[src/rtl/masked_sbox_scheduler.sv]
// Issue/tag controller for the shared masked 3-stage GF(2^8) inverter (control path only, no share data).
// Latency: issue is combinational with the grant; a tag reaches out_rsp_* LATENCY cycles after issue.
// Backpressure: requests stall only on arbitration loss, missing randomness or sticky error; responses are never stalled.
module masked_sbox_scheduler #(
    parameter int LATENCY     = 3,
    parameter bit KS_PRIORITY = 1'b1
) (
    input  logic       in_clock,
    input  logic       in_reset,
    input  logic       in_st_valid,
    input  logic [3:0] in_st_index,
    output logic       out_st_ready,
    input  logic       in_ks_valid,
    input  logic [1:0] in_ks_index,
    output logic       out_ks_ready,
    input  logic       in_rand_valid,
    output logic       out_rand_step,
    output logic       out_issue,
    output logic       out_sel_ks,
    output logic       out_rsp_valid,
    output logic       out_rsp_is_ks,
    output logic [3:0] out_rsp_index,
    output logic       out_busy,
    output logic       out_rand_err
);

    typedef struct packed {
        logic       vld;
        logic       is_ks;
        logic [3:0] index;
    } tag_t;

    tag_t [LATENCY-1:0] tag_pipe;
    logic               live;      // low for the first cycle after reset release
    logic               rr_ks;     // 1: ks wins the next tie (round-robin mode only)
    logic               sel_last;  // mux select held between issues
    logic               rand_err;
    logic               any_vld;
    logic               grant_ks;
    logic               grant_any;
    logic               tie;
    logic               issue;
    tag_t               tag_in;

    // Any live operand inside the inverter stages.
    always_comb begin
        any_vld = 1'b0;
        for (int i = 0; i < LATENCY; i++) begin
            any_vld = any_vld | tag_pipe[i].vld;
        end
    end

    // Arbitration and issue qualification; a lone requester always wins.
    always_comb begin
        tie       = in_st_valid & in_ks_valid;
        grant_any = in_st_valid | in_ks_valid;
        grant_ks  = 1'b0;
        if (tie) begin
            grant_ks = KS_PRIORITY ? 1'b1 : rr_ks;
        end else if (in_ks_valid) begin
            grant_ks = 1'b1;
        end
        issue  = grant_any & live & in_rand_valid & ~rand_err;
        tag_in = '0;
        if (issue) begin
            tag_in.vld   = 1'b1;
            tag_in.is_ks = grant_ks;
            tag_in.index = grant_ks ? {2'b00, in_ks_index} : in_st_index;
        end
    end

    assign out_issue     = issue;
    assign out_st_ready  = issue & ~grant_ks;
    assign out_ks_ready  = issue & grant_ks;
    assign out_sel_ks    = issue ? grant_ks : sel_last;
    assign out_rand_step = issue | any_vld;
    assign out_busy      = issue | any_vld;
    assign out_rand_err  = rand_err;
    assign out_rsp_valid = tag_pipe[LATENCY-1].vld;
    assign out_rsp_is_ks = tag_pipe[LATENCY-1].is_ks;
    assign out_rsp_index = tag_pipe[LATENCY-1].index;

    // Tag pipe shifts every cycle in lockstep with the inverter; control state updates alongside.
    always_ff @(posedge in_clock or negedge in_reset) begin
        if (!in_reset) begin
            tag_pipe <= '0;
            live     <= 1'b0;
            rr_ks    <= 1'b0;
            sel_last <= 1'b0;
            rand_err <= 1'b0;
        end else begin
            tag_pipe[0] <= tag_in;
            for (int i = 1; i < LATENCY; i++) begin
                tag_pipe[i] <= tag_pipe[i-1];
            end
            live <= 1'b1;
            if (issue) begin
                sel_last <= grant_ks;
            end
            if (issue && tie) begin
                rr_ks <= ~grant_ks;
            end
            // Stages holding live data need fresh masks every cycle.
            if (!in_rand_valid && any_vld) begin
                rand_err <= 1'b1;
            end
        end
    end

endmodule

[config.mk]
export PLATFORM = sky130hd
export DESIGN_NAME = masked_sbox_scheduler
export DESIGN_NICKNAME = d
export VERILOG_FILES = /design/src/rtl/masked_sbox_scheduler.sv
export SDC_FILE = /design/constraint.sdc
export NUM_CORES = 1
export LEC_CHECK = 0
export ABC_AREA = 1
export CELL_PAD_IN_SITES_DETAIL_PLACEMENT = 2
export CELL_PAD_IN_SITES_GLOBAL_PLACEMENT = 2
export CORE_MARGIN = 2
export CORE_UTILIZATION = 29
export DETAILED_ROUTE_END_ITERATION = 6
export GPL_TIMING_DRIVEN = 0
export PLACE_DENSITY = 0.87
export SKIP_LAST_GASP = 1
export SYNTH_ARGS = -nofsm -noshare
export SYNTH_HDL_FRONTEND = slang
export SYNTH_SLANG_ARGS = --single-unit
[constraint.sdc]
create_clock -name in_clock -period 2.03 [get_ports in_clock]
set_clock_uncertainty 0.05 [all_clocks]
set_input_delay 0.203 -clock in_clock [delete_from_list [all_inputs] [get_ports in_clock]]
set_output_delay 0.203 -clock in_clock [all_outputs]
set_load 0.01 [all_outputs]
Fig. 1: routing congestion
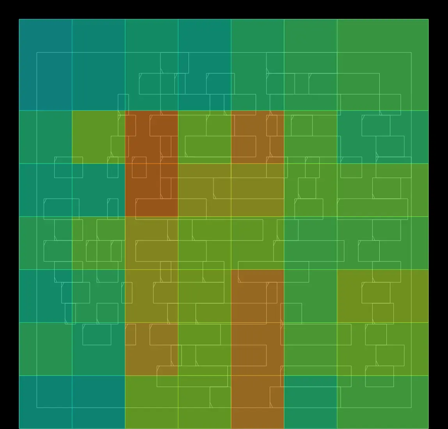
WL/cell: 12.4 um
GRT Max-Usage Layer: met2

Fig. 2: logic cells by family
Scale: 8 px per um.
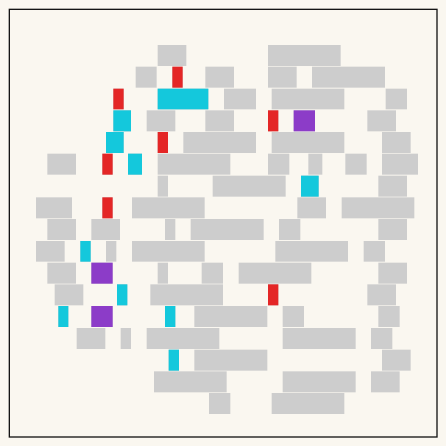
colour	family	cells
red	inv cells	7
cyan	nand cells	10
purple	aoi and oai cells	3

Fig. 3: routed clock nets over the placement
Scale: 10 px per um.
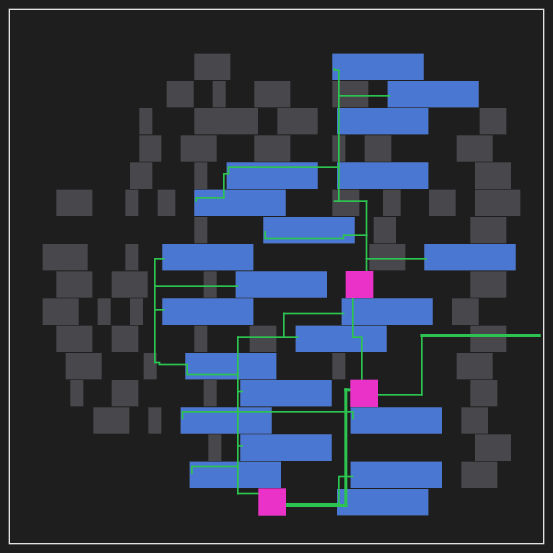
[green] clock wires | length: 219 um
[blue] flip-flops | count: 21
[magenta] clock drivers | count: 3
routed clock nets	4

Fig. 4: port wiring
Scale: 10 px per um.
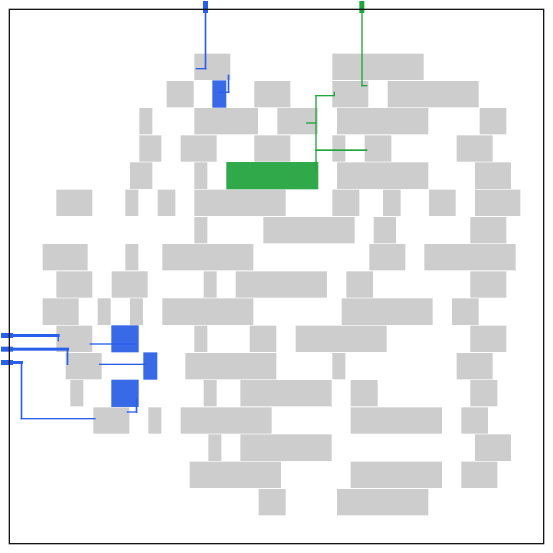
colour	port	bits	direction	edge	end cells	buffers	wire
green	out_rand_err	1	output	top	1	1	23.4 um
blue	in_st_index	4	input	3 left, 1 top	4	4	46.1 um

Fig. 5: wiring heat map
Scale: 8 px per um. 11 x 11 tiles, from white (low) to dark blue (high), scaled to the fullest tile. Values are wire area over tile area, all layers added.
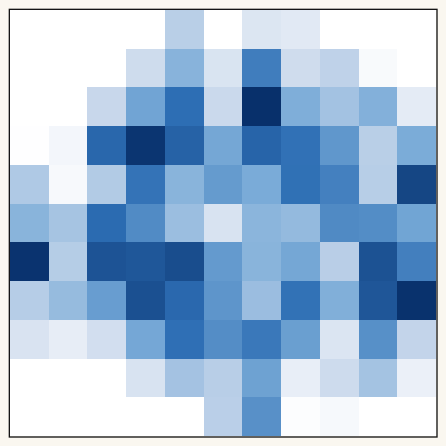
mean over tiles	0.077
emptiest ninth of the die	top left
tiles over half the peak	36%
nearly empty tiles	22%
densest ninth of the die	right middle
total number of vias: 469
GRT Resource Usage Total: 11.1%
Post-Route WL: 1370 um

==> cell families (layout without fill, tap and decap cells) <==
family | after synthesis | count (layout) | share of synthesized area [%]
simple gates | 16 | 16 | 12.6
other cells | 1 | 1 | 0.532
flops | 21 | 21 | 74.6
compound gates | 3 | 3 | 3.20
buf+inv | 12 | 41 | 9.06
==> per-stage QoR <==
stage                     hold WS (ps)  worst slack [ps]  std cells  util (%)
after detailed placement           288              3.84        104      43.0
final                              232              89.6        110      45.3
after floorplan                   -143               843         53         -
after global routing               247              5.51        110      45.3
after CTS                          315              1.35        108      44.3
after global placement             282              59.1        104      43.0
==> tightest hold or removal path, stage by stage <==
cell and delay [ps]:
dlymetal6s2s_1 170, inv_2 90, nand2_1 70, nor2_1 40
==> power breakdown <==
group / internal, uW / switching [uW] / total, uW
registers: 437 / 10.3 / 447
logic: 65.6 / 50.4 / 116
clock network: 75.1 / 129 / 204
==> worst min-delay path by stage <==
stage                                   to    startpoint  cells past startpoint
after floorplan                       live      in_reset                      0
after global placement       out_rsp_is_ks  tag_pipe[10]                      0
after detailed placement       tag_pipe[7]   tag_pipe[1]                      0
after CTS                 out_rsp_index[2]   tag_pipe[8]                      0
after global routing           tag_pipe[4]   in_ks_valid                      3
final                          tag_pipe[3]   in_ks_valid                      4
==> sequential cells by signal, indices dropped and copies added (netlist names) <==
name	count
tag_pipe	12
out_rsp_index	4
out_rsp_valid	1
out_rand_err	1
out_rsp_is_ks	1
sel_last	1
live	1
==> final cells by class <==
| cell class | instances | area (um^2) |
|---|---|---|
| Clock buffer | 3 | 22.5 |
| Clock inverter | 1 | 7.51 |
| Buffer | 5 | 37.5 |
| Multi-Input combinational cell | 20 | 118 |
| Fill cell | 240 | 1230 |
| Timing Repair Buffer | 25 | 250 |
| Sequential cell | 21 | 526 |
| Tap cell | 28 | 35.0 |
| Inverter | 7 | 26.3 |
==> cell usage in the layout, fill, tap and decap left out, drive strengths merged <==
cell / Yosys / layout
nand4: 1 / 1
clkdlybuf4s50: 0 / 21
nand2: 7 / 7
clkinvlp: 0 / 1
conb: 1 / 1
nor2: 5 / 5
o21bai: 1 / 1
nor3: 1 / 1
dfrtp: 21 / 21
clkbuf: 0 / 3
nand3: 2 / 2
inv: 7 / 7
dlymetal6s2s: 0 / 2
a21boi: 2 / 2
buf: 5 / 7
==> per-layer routing <==
layer	vias to the layer above	track usage (%)	wire length (um)
li1	212	-	-
met1	233	12.0	548
met2	22	20.0	706
met3	2	2.82	99
met4	0	5.13	11
met5	-	0	0
==> timing repair <==
action / in CTS / in global routing
resized: 0 / 3
endpoints found under the setup margin: 0 / 5
setup buffers: 0 / 2
hold endpoints to repair: 0 / 0
==> changes_impl.md <==
### Changed

* Final critical-path required period at 1940 ps
* Routed Antenna Nets at 0
* Pwr Total at 767 uW
* Cts bufs inserted at 3
* I/O pins at 24
* Yosys cell count at 53
* Ys async rst share at 100%
* Ant. Diodes at 0
* Ordered list of cells on the worst path: clkdlybuf4s50_1, inv_2, nor2_4, nand3_1, inv_1, clkdlybuf4s50_1
* Most frequent CP cell: clkdlybuf4s50_1
* # DRC at 0
* Syn Inst Count at 53
* Crit start category: input pin
* Worst skew pair latency at 310 ps
* Fp util at 31.2%
* Clock slew at reported path FFs at 120 ps
* CTS tree: built
* Leakage power at 0.000540 uW
* Synth area leader: dfrtp_1
* CP endpoint: out_ks_ready
* Worst Tran Pin Value at 883 ps
* First-pass DRT Iterations at 3
* Synth top cells by count: dfrtp_1, nand2_1, buf_4, inv_1, nor2_1
* Worst r2r src: out_rand_err
* Crit-path slowest cell: clkdlybuf4s50_1
* First-pass GRT wire length at 2200 um
* H-tree depth at 1
* Post-synth top flop: dfrtp_1
* Root Buffer: clkbuf_4
* Crit-path leading delay family: buffers and inverters
* CTS Sinks at 21
* RSZ-0062 raised after global routing: false
* Total die size at 2840 um^2
* Worst VDD drop at 303 uV
* Final slew viol count at 0
* Cell depth of the worst setup path at 6
* DP Area at 970 um^2
* Setup TNS Final at 0 ps
* EDFF count, synth at 0
* Buf/Inv on CP at 4
* Vias in the first global route at 490
* CP Launch Point: in_rand_valid
* Initial antenna violation count at 0
* Area share, top type at 74.6%
* Layout area overhead at 45.1%
* Final instance area at 1020 um^2
* GPL Wtd Cong at 0.687
* Hold buffer count at CTS at 0
* Die span in y at 53.3 um
* Nets at 94
* Starting DRT DRC Count at 2
* Seq/Total Area, Yosys at 74.6%
* Endpoint class of the critical path: output pin
* Hold/Removal Path Class: in2reg
* Ys flops at 21
* CP Class: in2out
* Ys Warns at 0
* Fin. Hold Viols at 0
* OpenROAD warning count at 26
* Via density at 4.26
* Port Buf Inserts at 23
* Most frequent cell after synthesis: dfrtp_1
* Final setup fails at 0
* Maxcap violations at 0
* Max Fanout on Critical Path at 3
* Layout cells sized above 1 at 20.7%
* PwrDens at 750 nW/um^2
* Reg2Reg Depth at 4
* Total congestion overflow at 0
* CP arrival at 1690 ps
* Syn nets at 64
* Critical path data required time at 1780 ps
* Yosys synthesis chip area at 704 um^2
* Post-DP HPWL at 1090 um
* R2r endpoint: tag_pipe[0]
* Status: complete, no violations
* Worst slew margin at 41.0%
* Syn Std Cell Area at 704 um^2
* Cycle use final at 95.6%
* Cell Type Count at 15
* Pin count of the biggest net entering global routing at 22
* Fmax at 515 MHz
* Synth Area per Inst at 13.3 um^2
* Cell area leaders: dfrtp_1, buf_4, nand2_1
* Chip width at 53.3 um
* Placeable Area at 2250 um^2
* Worst R2R Setup Slack at 970 ps
* Clock buffer depth at 2
* Largest stage delay, worst path at 560 ps
* Row cnt at 17
Power figures rest on the tool's default switching activity, not on a simulated workload.
